### config.mk
export PLATFORM = sky130hd
export DESIGN_NAME = param_sync_fifo
export DESIGN_NICKNAME = d
export VERILOG_FILES = /design/src/rtl/param_sync_fifo.sv
export SDC_FILE = /design/constraint.sdc
export NUM_CORES = 1
export LEC_CHECK = 0
export ABC_AREA = 1
export CORE_MARGIN = 2
export CORE_UTILIZATION = 40
export CTS_BUF_LIST = sky130_fd_sc_hd__clkbuf_8
export CTS_CLUSTER_SIZE = 30
export DETAILED_ROUTE_END_ITERATION = 10
export PLACE_DENSITY = 0.59
export SYNTH_ARGS = -nofsm -noshare
export SYNTH_HDL_FRONTEND = slang
export SYNTH_SLANG_ARGS = --single-unit
### constraint.sdc
create_clock -name clk -period 3.1 [get_ports clk]
set_input_delay 0.465 -clock clk [delete_from_list [all_inputs] [get_ports clk]]
set_output_delay 0.465 -clock clk [all_outputs]
set_load 0.01 [all_outputs]
### src/rtl/param_sync_fifo.sv
// Single-clock circular-buffer FIFO with registered (FWFT=0, 1-cycle read latency) or fall-through (FWFT=1, 0-cycle) read.
// No backpressure: a write while full or a read while empty is dropped and latched in sticky overflow/underflow.
module param_sync_fifo #(
  parameter int DATA_WIDTH = 16,
  parameter int ADDR_WIDTH = 4,
  parameter int FWFT       = 0,
  parameter int AEMPTY     = 3,
  parameter int AFULL      = 3
) (
  input  logic                  clk,
  input  logic                  reset,
  input  logic                  flush,
  input  logic                  wdata_valid,
  input  logic [DATA_WIDTH-1:0] write_data,
  output logic                  write_ack,
  input  logic                  read_req,
  output logic [DATA_WIDTH-1:0] read_data,
  output logic                  rdata_valid,
  output logic                  fifo_empty,
  output logic                  fifo_aempty,
  output logic                  fifo_full,
  output logic                  fifo_afull,
  output logic [ADDR_WIDTH:0]   fill_level,
  output logic                  overflow,
  output logic                  underflow
);

  localparam int DEPTH = 2 ** ADDR_WIDTH;
  localparam logic [ADDR_WIDTH:0] FULL_LVL = (ADDR_WIDTH+1)'(DEPTH);
  localparam logic [ADDR_WIDTH:0] AE_LVL   = (ADDR_WIDTH+1)'(AEMPTY);
  localparam logic [ADDR_WIDTH:0] AF_LVL   = (ADDR_WIDTH+1)'(DEPTH - AFULL);

  logic [DATA_WIDTH-1:0] mem [DEPTH];

  logic [ADDR_WIDTH:0] wr_ptr;
  logic [ADDR_WIDTH:0] rd_ptr;
  logic [ADDR_WIDTH:0] wr_ptr_nxt;
  logic [ADDR_WIDTH:0] rd_ptr_nxt;
  logic                wr_en;
  logic                rd_en;

  // Flags come straight off the registered level so they move with it.
  assign fifo_empty  = (fill_level == '0);
  assign fifo_full   = (fill_level == FULL_LVL);
  assign fifo_aempty = (fill_level <= AE_LVL);
  assign fifo_afull  = (fill_level >= AF_LVL);

  assign wr_en = wdata_valid & ~fifo_full  & ~flush;
  assign rd_en = read_req    & ~fifo_empty & ~flush;

  assign wr_ptr_nxt = wr_ptr + {{ADDR_WIDTH{1'b0}}, wr_en};
  assign rd_ptr_nxt = rd_ptr + {{ADDR_WIDTH{1'b0}}, rd_en};

  always_ff @(posedge clk) begin
    if (reset) begin
      wr_ptr     <= '0;
      rd_ptr     <= '0;
      fill_level <= '0;
      write_ack  <= 1'b0;
      overflow   <= 1'b0;
      underflow  <= 1'b0;
    end else if (flush) begin
      wr_ptr     <= '0;
      rd_ptr     <= '0;
      fill_level <= '0;
      write_ack  <= 1'b0;
      overflow   <= 1'b0;
      underflow  <= 1'b0;
    end else begin
      wr_ptr     <= wr_ptr_nxt;
      rd_ptr     <= rd_ptr_nxt;
      // Extra pointer MSB makes the modular difference span 0..DEPTH.
      fill_level <= wr_ptr_nxt - rd_ptr_nxt;
      write_ack  <= wr_en;
      if (wdata_valid && fifo_full)
        overflow <= 1'b1;
      if (read_req && fifo_empty)
        underflow <= 1'b1;
    end
  end

  always_ff @(posedge clk) begin
    if (wr_en)
      mem[wr_ptr[ADDR_WIDTH-1:0]] <= write_data;
  end

  generate
    if (FWFT == 0) begin : g_reg_read
      always_ff @(posedge clk) begin
        if (reset) begin
          read_data   <= '0;
          rdata_valid <= 1'b0;
        end else if (flush) begin
          rdata_valid <= 1'b0;
        end else begin
          rdata_valid <= rd_en;
          if (rd_en)
            read_data <= mem[rd_ptr[ADDR_WIDTH-1:0]];
        end
      end
    end else begin : g_fwft_read
      // Head word is always on the bus; read_req just retires it.
      assign read_data   = mem[rd_ptr[ADDR_WIDTH-1:0]];
      assign rdata_valid = ~fifo_empty;
    end
  endgenerate

endmodule

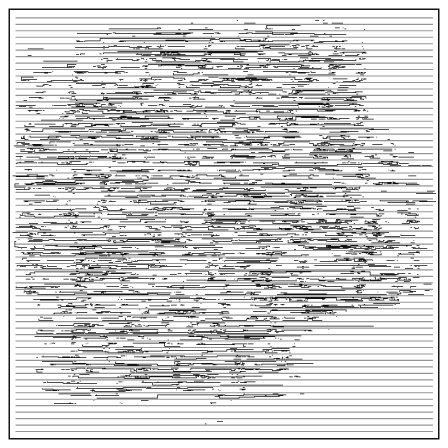
Figure 1: run 1, the metal 1 layer.
Supply wires on this layer in gray.
nets with wire on the layer: 1,235
wire length on this layer: 13,000 um
main direction: horizontal

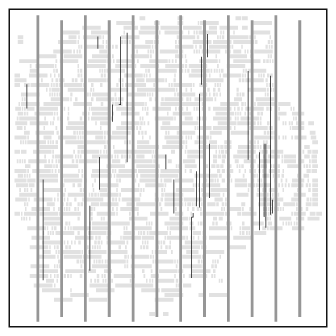
Figure 2: run 1, M4 wires.
Supply wires on this layer in gray.
main direction: vertical
share of all routed wire: 2.4%
nets with wire on the layer: 13

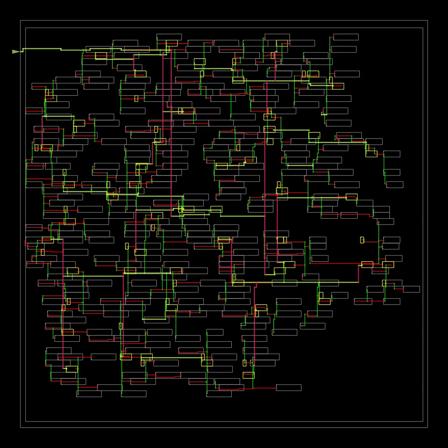
Figure 3: run 1, the clock network.
Inserted Clock Buffers: 49
count of sequential standard cells: 291

==> CHANGELOG.md, run 1 <==
### Physical design

- Post-route ant nets: 0
- Part of the Yosys area used for sequential elements: 0.676
- Total number of yosys warnings: 0
- Remaining max-slew budget at the tightest pin: 0.422
- Slowest cell delay on critical path: 410 ps
- Tmin final: 2530 ps
- Number of hold-repair buffers added at the cts stage: 0
- PostCTS Resize Cnt: 0
- Type of destination of the critical path: register
- Synthesis-stage register bit count: 291
- Sum of routed wire length over all layers: 30,200 um
- Kind of path behind the tightest hold check: reg -> reg
- Most numerous logic cell after layout: sky130_fd_sc_hd__nand2_1
- Die height: 180 um
- Slew at the pin with the worst max-slew slack: 868 ps
- Synthesized instance count: 1,224
- Slack of the worst reg-to-reg path: 570 ps
- Critical-path cell with the highest stage delay: sky130_fd_sc_hd__fa_1
- Ordered cell list for the critical path: nor2_1 > nand3_1 > nand3_1 > inv_1 > ha_1 > inv_1 > ha_1 > fa_1 > inv_1 > nand2_1 > nand2_1 > a21o_1 > nand2_1 > a21oi_1 > nor2_1
- Pin count of the biggest net entering global routing: 106
- Number of nets at floorplan: 1,254
- Cell types occupying the most area after synthesis: sky130_fd_sc_hd__edfxtp_1 (62%), sky130_fd_sc_hd__nand2_1 (13%), sky130_fd_sc_hd__nand3_1 (7.3%)
- Number of clock sinks: 291
- CP Depth: 15
- Tally of max-capacitance violations: 0
- Unique masters post-synth: 24
- Maximum vdd drop: 0.328 mV
- Clock Root Buffer: sky130_fd_sc_hd__clkbuf_8
- Largest type area fraction: 0.620
- Residual overflow from global routing: 0
- Start-to-end type of the worst setup path: reg -> reg
- Post-Syn Area per Cell: 10.1 um2
- Commonest cells after routing, fill and taps aside: sky130_fd_sc_hd__nand2_1 (428), sky130_fd_sc_hd__edfxtp_1 (256), sky130_fd_sc_hd__inv_1 (190)
- Number of detailed-routing iterations run before antenna repair: 5
- Core area: 30,600 um2
- Power Dens Cells: 525 nW/um2
- Post-route setup TNS: 0 ps
- Share of cells above drive strength 1: 0.0779
- Tot GR Track Use: 0.186
- Sum of net half-perimeters after detailed placement: 17,100 um
- Share of the core filled with cells in the final layout: 0.465
- Required time of the critical path: 3550 ps
- Number of cells on the worst reg-to-reg path: 15
- Total inserted antenna cells: 0
- Final-layout fill cell count: 2,870
- Count of standard-cell rows: 64
- Top Family by Delay on Critical Path: adder cells
- Count of tool warnings: 29
- Iteration-0 DRC count of the detailed router: 695
- Total die size: 32,400 um2
- Layout Area Growth over Synthesis: 14.8%
- Crit path buffers/inverters: 3
- Initial antenna violation count: 0
- CTS HTree Levels: 2
- Number of hold violations in the final report: 0
- Arrival time at the worst endpoint: 2980 ps
- Post-DR vias/cell: 4.81
- Clock Skew: 13.8 ps
- Clock tree from TritonCTS: done
- Clock latency at the later pin of the worst-skew pair: 560 ps
- Run status: finished clean
- Post-DR wirelength/cell: 17.5 um
- Total power consumption of the routed design: 0.00748 W
- Vias in the first global route: 8,013
- Kind of launch point of the worst setup path: register
- Storage element area: 8390 um2
- Via Count: 8,318
## run 1: cells by family (layout without fill, tap and decap cells)
logic type                 after synthesis  count (layout)  share of synthesized area
AOI/OAI and AO/OA                       11              11                    0.00504
DFF                                    291             291                      0.676
adders and majority gates                9               9                    0.00968
and+or+nand+nor                        684             684                      0.226
buffers and inverters                  226             337                     0.0808
xor gates and xnor gates                 3               3                    0.00212
## run 1: through the flow
step	setup WS (ps)	cell area, um2	instances	hold slack (ps)
after detailed placement	229	13400	1641	463
after floorplan	539	12400	1224	500
after global placement	246	13400	1641	456
after CTS	559	14200	1731	477
after global routing	363	14200	1731	519
final	571	14200	1731	471
## run 1: where the power goes
| group | switching [W] | leakage [nW] | total (W) | internal (W) |
|---|---|---|---|---|
| Combinational | 0.000152 | 2.82 | 0.000230 | 0.0000780 |
| Clock | 0.00148 | 0.514 | 0.00295 | 0.00147 |
| Sequential | 0.0000105 | 2.59 | 0.00430 | 0.00428 |
## run 1: worst register-to-register path: cells and delay by family (launching register included)
kind	cells	cell delay, ps
adders and majority gates	3	930
buffers and inverters	3	250
DFF	1	310
AOI/OAI and AO/OA	2	250
and+or+nand+nor	7	680
## run 1: worst paths after layout
kind / startpoint / endpoint
max reg2reg: fill_level[0]$_SDFF_PP0_ / fill_level[4]$_SDFF_PP0_
max: fill_level[0]$_SDFF_PP0_ / fill_level[4]$_SDFF_PP0_
min: overflow$_SDFFE_PP0P_ / overflow$_SDFFE_PP0P_
min reg2reg: overflow$_SDFFE_PP0P_ / overflow$_SDFFE_PP0P_
## run 1: final cells by class
type | count | share of cell area
flip-flops and latches | 291 | 0.590
multi-input cells | 707 | 0.215
repair buffers | 78 | 0.0577
clock buffers | 49 | 0.0474
inverters | 169 | 0.0447
well taps | 396 | 0.0348
clock inverters | 41 | 0.0114
## run 1: cell usage after synthesis (all sizes together)
library cell  instances
a21o                  1
a21oi                 6
buf                  51
clkbuf                6
clkinv                1
dfxtp                35
edfxtp              256
fa                    1
ha                    8
inv                 168
nand2               428
nand3               182
nand3b                1
nor2                 72
nor3                  1
o211ai                1
o21ai                 2
o21bai                1
xnor2                 2
xor2                  1
## run 1: per-layer routing
layer	global-route usage	wire length [um]
met5	0	0
met2	0.307	14600
met1	0.252	13000
met4	0.0645	733
met3	0.0291	1870
## run 1: sequential cells by signal, summed over array words and instances, names as in the netlist
register     count
fill_level       5
read_data       16
underflow        1
rd_ptr           5
mem            256
rdata_valid      1
wr_ptr           5
write_ack        1
overflow         1
Figure 4. Metal 2 (run 1).
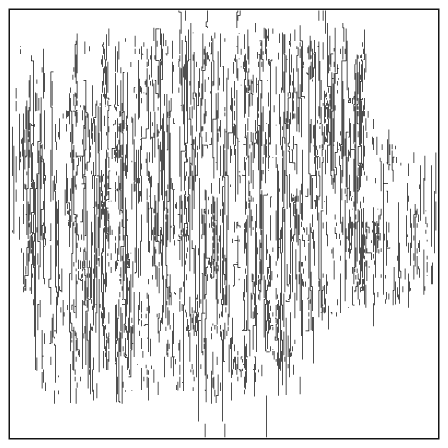

==> run 2, diff against run 1 <==
Clock period 3.1 ns to 2.5 ns, I/O delays scaled along.
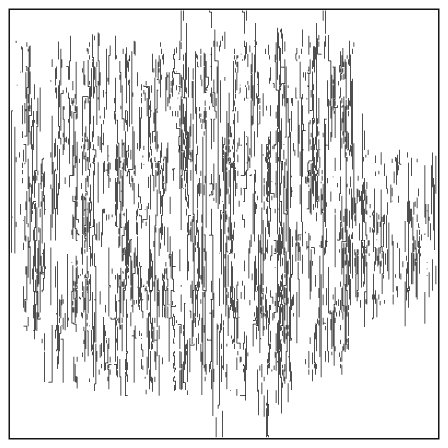
Figure 5: run 2, metal 2.
nets with wire on the layer: 947
longest straight run: 64.5 um
share of all routed wire: 47%

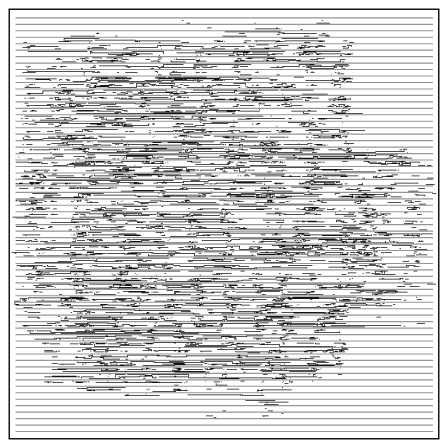
Figure 6: run 2, the metal 1 layer.
Supply wires on this layer in gray.
main direction: horizontal
wire length on this layer: 13,200 um
share of all routed wire: 45%
longest straight run: 59.8 um
nets with wire on the layer: 1,236

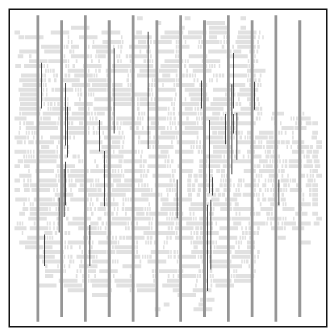
Figure 7: run 2, M4 wires.
Supply wires on this layer in gray.
sum of routed wire length over all layers: 29,500 um
Via Count: 8,452

==> run 2 against run 1 <==
Sequential power grew 24%; cell area grew 2.2%; total power rose by 29%; sequential cell count unchanged; synthesized cell count is the same; clock power up 38%.
==> CHANGELOG.md, run 2 <==
### Physical design

- Die height: 180 um
- Slew at the pin with the worst max-slew slack: 807 ps
- Sequential Power Share: 0.550
- Synthesis-stage register bit count: 291
- Fraction of power spent switching nets: 0.216
- Iteration-0 DRC count of the detailed router: 484
- Count of tool warnings: 27
- Tot GR Track Use: 0.181
- Maximum vdd drop: 0.502 mV
- Critical-path cell with the highest stage delay: sky130_fd_sc_hd__fa_2
- Required time of the critical path: 2970 ps
- Number of hold violations in the final report: 0
- Start-to-end type of the worst setup path: reg -> reg
- Inserted Clock Buffers: 49
- Commonest cells after routing, fill and taps aside: sky130_fd_sc_hd__nand2_1 (428), sky130_fd_sc_hd__edfxtp_1 (256), sky130_fd_sc_hd__inv_1 (182)
- Total die size: 32,400 um2
- Core area: 30,600 um2
- Post-Syn Area per Cell: 10.1 um2
- Post-synthesis async set-or-reset flop share: 0
- Share of the core filled with cells in the final layout: 0.476
- Number of detailed-routing iterations run before antenna repair: 5
- Most instantiated flip-flop cell in the synthesis netlist: sky130_fd_sc_hd__edfxtp_1
- Most frequent cells after synthesis: sky130_fd_sc_hd__nand2_1 (428), sky130_fd_sc_hd__edfxtp_1 (256), sky130_fd_sc_hd__nand3_1 (182)
- Count of standard-cell rows: 64
- Slowest cell delay on critical path: 360 ps
- Clock latency at the later pin of the worst-skew pair: 580 ps
- Total inserted antenna cells: 0
- Kind of launch point of the worst setup path: register
- Clock Root Buffer: sky130_fd_sc_hd__clkbuf_8
- Share of cells above drive strength 1: 0.110
- Cell repeated most along the worst path: sky130_fd_sc_hd__nand2_1
- Cell types occupying the most area after synthesis: sky130_fd_sc_hd__edfxtp_1 (62%), sky130_fd_sc_hd__nand2_1 (13%), sky130_fd_sc_hd__nand3_1 (7.3%)
- Number of nets at floorplan: 1,254
- Number of clock sinks: 291
- Gate power share: 0.030
- Type of destination of the critical path: register
- Post-route ant nets: 0
- Crit path buffers/inverters: 3
- Vias in the first global route: 8,254
- Pin count of the biggest net entering global routing: 70
- Kind of path behind the tightest hold check: reg -> reg
- Arrival time at the worst endpoint: 2770 ps
- Filler-free cell count of the finished design: 1,757
- Tally of max-capacitance violations: 0
- Area post-placement: 13,600 um2
- Run status: finished clean
- Count of flip-flops with a built-in enable after synthesis: 256
- Number of hold-repair buffers added at the cts stage: 0
- Tmin final: 2300 ps
- Initial antenna violation count: 0
- Largest type area fraction: 0.620
- Post-DR wirelength/cell: 16.8 um
- Top Layer Used: met4
- Layout Area Growth over Synthesis: 17.3%
- Part of the power in the clock network: 0.419
- Remaining max-slew budget at the tightest pin: 0.461
- Post-route met1 wirelength: 13,200 um
- Sum of net half-perimeters after detailed placement: 17,600 um
- Post-synthesis cell count from yosys: 1,224
- Clock Skew: 13.9 ps
- Post-DR vias/cell: 4.81
- Int Pwr: 0.00759 W
- Finished Cell Area: 14,600 um2
- Total number of yosys warnings: 0
- Dominant cell by count in the synthesized netlist: sky130_fd_sc_hd__nand2_1
- Met3 WL post-DR: 1660 um
- Cell type with the largest total area after synthesis: sky130_fd_sc_hd__edfxtp_1
- Residual overflow from global routing: 0
- Part of the Yosys area used for sequential elements: 0.676
- Synthesized instance count: 1,224
- Amount of wire on met2 after detailed routing: 13,900 um
- Top Family by Delay on Critical Path: adder cells
- Power dissipated by switching net loads: 0.00209 W
- Clock tree from TritonCTS: done
- Power Dens Cells: 665 nW/um2
- Buffers on Ports: 49
- Most numerous logic cell after layout: sky130_fd_sc_hd__nand2_1
- Number of flip-flops in the largest register: 256
- Unique masters post-synth: 24
- CTS HTree Levels: 2
- Static leakage power: 6.08 nW
- Dpl cells: 1,665
==> run 2: layer usage <==
layer  track usage  up-vias
li1              -     4153
met1         0.243     4005
met3        0.0333       59
met5             0        -
met2         0.297      235
met4        0.0629        0
==> run 2: worst reg2reg max path, delay by kind of cell, from the launching register on <==
kind	cells	cell delay, ps
AOI/OAI and AO/OA	2	240
adders and majority gates	3	880
buffers and inverters	3	200
DFF	1	310
and+or+nand+nor	7	600
==> run 2: cell type report <==
class	instances	area [um2]
clock buffer	53	729
fill	2868	16000
tap	396	495
sequential	291	8400
multi-input combinational	707	3100
clock inverter	39	216
inverter	169	636
timing repair buffer	102	976
==> run 2: cell families (layout without fill, tap and decap cells) <==
logic type,count (synthesis),in the layout,synth area share
and+or+nand+nor,684,684,0.226
DFF,291,291,0.676
buffers and inverters,226,363,0.0808
AOI/OAI and AO/OA,11,11,0.00504
adders and majority gates,9,9,0.00968
xor gates and xnor gates,3,3,0.00212
==> run 2: power groups by stage <==
stage | registers (W) | logic, W | clock network, W
6_report | 0.00533 | 0.000293 | 0.00406
5_1_grt | 0.00533 | 0.000324 | 0.00437
4_1_cts | 0.00533 | 0.000295 | 0.00417
3_5_place_dp | 0.00543 | 0.000293 | 0
3_3_place_gp | 0.00543 | 0.000290 | 0
2_1_floorplan | 0.00543 | 0.000117 | 0
==> run 2: per-stage QoR <==
step / hold slack [ps] / total power (W) / setup WS [ps] / setup TNS (ps)
2_1_floorplan: 474 / 0.00555 / 7.54 / 0
3_3_place_gp: 458 / 0.00572 / -227 / -282
3_5_place_dp: 477 / 0.00572 / -259 / -391
4_1_cts: 437 / 0.00979 / 44.4 / 0
5_1_grt: 506 / 0.0100 / 30.0 / 0
6_report: 487 / 0.00968 / 196 / 0
==> run 2: path summary, 6_finish.rpt <==
path	start	to	slack [ps]	cells past startpoint
setup / recovery	fill_level[1]$_SDFF_PP0_	fill_level[4]$_SDFF_PP0_	200	15
hold / removal	overflow$_SDFFE_PP0P_	overflow$_SDFFE_PP0P_	490	2
setup reg to reg	fill_level[1]$_SDFF_PP0_	fill_level[4]$_SDFF_PP0_	200	15
hold reg to reg	overflow$_SDFFE_PP0P_	overflow$_SDFFE_PP0P_	490	2
==> run 2: timing repair <==
| action | 4_1_cts | 5_1_grt |
|---|---|---|
| buffers inserted | 0 | 0 |
| resized | 0 | 11 |
| setup endpoints to repair | 0 | 2 |
Figure 8. The clock network (run 2).
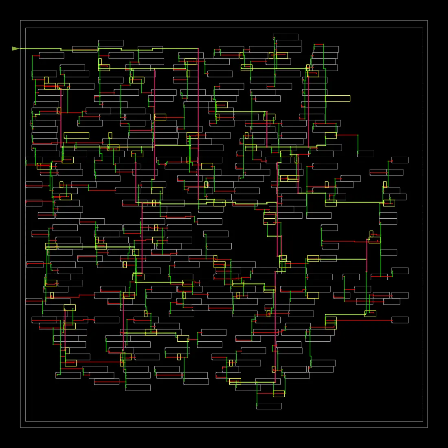

==> run 3, diff against run 2 <==
Settings changed: CTS_BUF_LIST sky130_fd_sc_hd__clkbuf_8 to sky130_fd_sc_hd__clkbuf_16.
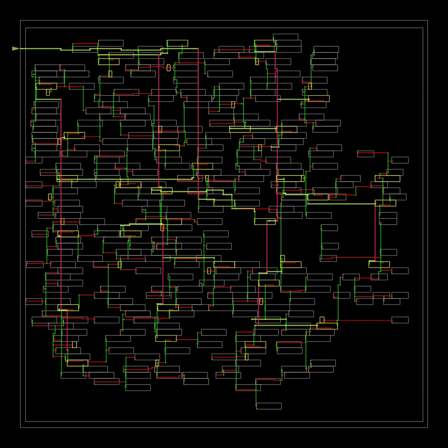
Figure 9: run 3, the clock network.
Inserted Clock Buffers: 30
clock latency at the later pin of the worst-skew pair: 570 ps

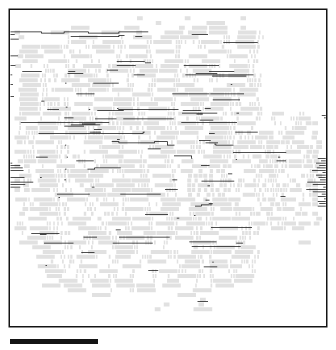
Figure 10: run 3, met3 routing.
The bar under the picture is 50 um long.
nets with wire on the layer: 86
longest straight run: 59.6 um

==> run 3 against run 2 <==
Sequential cell count did not move; sequential power about the same; cell count fell by 2.1%; fmax shrank 1.3%; clock skew grew 8.9 ps; wire length fell by 1.0%; count of clock-buffer cells in the layout fell by 23; combinational power about the same; highest routed layer unchanged.
==> CHANGELOG.md, run 3 <==
### Physical design

- Run status: finished clean
- Sum of routed wire length over all layers: 29,200 um
- CTS HTree Levels: 1
- Kind of path behind the tightest hold check: reg -> reg
- Slew at the pin with the worst max-slew slack: 803 ps
- Tot GR Track Use: 0.178
- Total inserted antenna cells: 0
- Unique masters post-synth: 24
- Start-to-end type of the worst setup path: reg -> reg
- Part of the Yosys area used for sequential elements: 0.676
- First-pass GRT wire length: 45,200 um
- Die height: 180 um
- Cell repeated most along the worst path: sky130_fd_sc_hd__nand2_1
- Ports placed on the boundary: 50
- Remaining design rule violation count: 0
- Count of flip-flops with a built-in enable after synthesis: 256
- Required time of the critical path: 2950 ps
- Post-DR vias/cell: 4.89
- Storage element area: 8400 um2
- Share of the core filled with cells in the final layout: 0.474
- Met3 WL post-DR: 1370 um
- Clock tree from TritonCTS: done
- Synthesis-stage register bit count: 291
- Clock Root Buffer: sky130_fd_sc_hd__clkbuf_16
- PostCTS Resize Cnt: 0
- Post-Syn Area per Cell: 10.1 um2
- Type of destination of the critical path: register
- Remaining max-slew budget at the tightest pin: 0.464
- Highest Clock Rate: 428 MHz
- Ordered cell list for the critical path: nor2_1 > nand3_2 > nand3_2 > inv_1 > ha_2 > inv_1 > ha_2 > fa_2 > inv_2 > nand2_1 > nand2_1 > a21o_1 > nand2_1 > a21oi_2 > nor2_1
- Fin. max-slew vios: 0
- Maximum vdd drop: 0.521 mV
- Max FO, Critical Path: 4
- Post-synthesis cell count from yosys: 1,224
- Number of nets at floorplan: 1,254
- Most frequent cells after synthesis: sky130_fd_sc_hd__nand2_1 (428), sky130_fd_sc_hd__edfxtp_1 (256), sky130_fd_sc_hd__nand3_1 (182)
- Tmin final: 2330 ps
- Post-route ant nets: 0
- Setup repair after global routing missed its margin: no
- Residual overflow from global routing: 0
- Setup repair bufs after CTS: 0
- Share of cells above drive strength 1: 0.0959
- Final-layout fill cell count: 2,854
- Amount of wire on met2 after detailed routing: 13,800 um
- Area of the multi-input gates: 3100 um2
- Iteration-0 DRC count of the detailed router: 598
- Arrival time at the worst endpoint: 2780 ps
- Number of clock sinks: 291
- Layout Area Growth over Synthesis: 16.9%
- Slowest cell delay on critical path: 360 ps
- CP Depth: 15
- Crit path buffers/inverters: 3
- Core area: 30,600 um2
- Die width: 180 um
- Number of detailed-routing iterations run before antenna repair: 5
- RD Place Congestion: 0.796
- Tally of max-capacitance violations: 0
- Buffers on Ports: 49
- Number of hold violations in the final report: 0
- Final setup violating endpoints: 0
- Synthesized instance count: 1,224
- Cell type with the largest total area after synthesis: sky130_fd_sc_hd__edfxtp_1
- Finished Cell Area: 14,500 um2
- Post-synthesis async set-or-reset flop share: 0
- Number of flip-flops in the largest register: 256
- Post-CTS clock slew at the launch and capture registers of the worst setup and hold paths: 60 ps
- Area post-placement: 13,600 um2
- Buffer depth of the longest clock path: 3
- Dominant cell by count in the synthesized netlist: sky130_fd_sc_hd__nand2_1
- Post-route met1 wirelength: 13,200 um
- Total number of yosys warnings: 0
- Vias in the first global route: 8,057
- Cell depth of the worst min-delay path: 2
- Post-layout period usage: 0.934
- Total die size: 32,400 um2
- Count of standard-cell rows: 64
- Clock Skew: 22.8 ps
- Static leakage power: 6.03 nW
- Initial antenna violation count: 0
- Commonest cells after routing, fill and taps aside: sky130_fd_sc_hd__nand2_1 (428), sky130_fd_sc_hd__edfxtp_1 (256), sky130_fd_sc_hd__nand3_1 (179)
- Area reported by Yosys stat: 12,400 um2
- Final net count: 1,331
- Pin count of the biggest net entering global routing: 70
- Critical-path cell with the highest stage delay: sky130_fd_sc_hd__fa_2
- Kind of launch point of the worst setup path: register
- Post-DR wirelength/cell: 17.0 um
- Top Family by Delay on Critical Path: adder cells
- Number of hold-repair buffers added at the cts stage: 0
- Initial cell density of the core: 0.406
- Synthesized cell area: 12,400 um2
- Via Count: 8,411
- Cell types occupying the most area after synthesis: sky130_fd_sc_hd__edfxtp_1 (62%), sky130_fd_sc_hd__nand2_1 (13%), sky130_fd_sc_hd__nand3_1 (7.3%)
- Sum of net half-perimeters after detailed placement: 17,600 um
- Top Layer Used: met4
- Most numerous logic cell after layout: sky130_fd_sc_hd__nand2_1
- Most instantiated flip-flop cell in the synthesis netlist: sky130_fd_sc_hd__edfxtp_1
- Power Dens Cells: 669 nW/um2
- Count of tool warnings: 27
- Largest type area fraction: 0.620
- Number of cells on the worst reg-to-reg path: 15
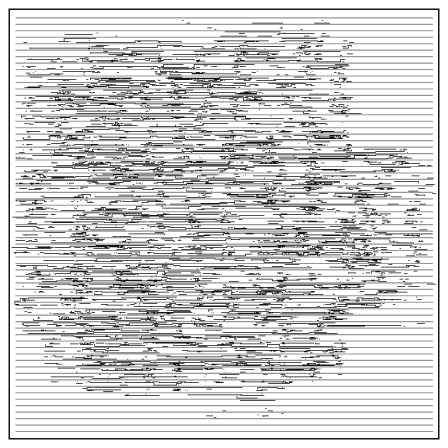
Figure 11: run 3, the metal 1 layer.
Supply wires on this layer in gray.
longest straight run: 62.6 um
nets with wire on the layer: 1,217
share of all routed wire: 45%
wire length on this layer: 13,200 um

-- run 3: cell counts after synthesis --
No cell type changed its count.
-- run 3: path summary, 6_finish.rpt --
check / start / endpoint / slack [ps]
worst max-delay path: fill_level[3]$_SDFF_PP0_ / fill_level[4]$_SDFF_PP0_ / 170
worst min-delay path: overflow$_SDFFE_PP0P_ / overflow$_SDFFE_PP0P_ / 490
worst min register to register: overflow$_SDFFE_PP0P_ / overflow$_SDFFE_PP0P_ / 490
worst max register to register: fill_level[3]$_SDFF_PP0_ / fill_level[4]$_SDFF_PP0_ / 170
-- run 3: worst min-delay path: cells and delay by family (launching register included) --
family	cells	cell delay, ps
DFF	1	330
AOI/OAI and AO/OA	1	50
and+or+nand+nor	1	80
-- run 3: layout make-up --
cell class / count / share of cell area
clock buffer: 30 / 0.0518
tap: 396 / 0.0342
sequential: 291 / 0.579
clock inverter: 25 / 0.0104
inverter: 169 / 0.0438
timing repair buffer: 102 / 0.0673
multi-input combinational: 707 / 0.214
-- run 3: report_power, final --
group	switching, W	total, W	internal [W]
Clock	0.00181	0.00408	0.00227
Sequential	0.0000131	0.00532	0.00531
Combinational	0.000186	0.000293	0.000107
-- run 3: cell families (layout without fill, tap and decap cells) --
kind of cell / after synthesis / count (layout) / synth area share
XOR/XNOR: 3 / 3 / 0.00212
adder cells (fa/ha/maj): 9 / 9 / 0.00968
AND/OR/NAND/NOR: 684 / 684 / 0.226
flip-flops: 291 / 291 / 0.676
buffers and inverters: 226 / 326 / 0.0808
AND-OR/OR-AND: 11 / 11 / 0.00504
-- run 3: per-stage QoR --
step / instances / total power [W] / setup WS (ps) / TNS [ps] / hold WS [ps]
2_1_floorplan: 1224 / 0.00555 / 7.54 / 0 / 474
3_3_place_gp: 1665 / 0.00572 / -227 / -282 / 458
3_5_place_dp: 1665 / 0.00572 / -259 / -391 / 477
4_1_cts: 1720 / 0.00978 / 27.9 / 0 / 470
5_1_grt: 1720 / 0.00999 / 6.18 / 0 / 526
6_report: 1720 / 0.00970 / 166 / 0 / 488
-- run 3: metal layers --
metal  up-vias  track usage
met3        50       0.0241
met1      4034        0.245
li1       4106            -
met5         -            0
met4         0       0.0523
met2       221        0.295
No activity file was given, so power comes from the tool's default toggle rates.
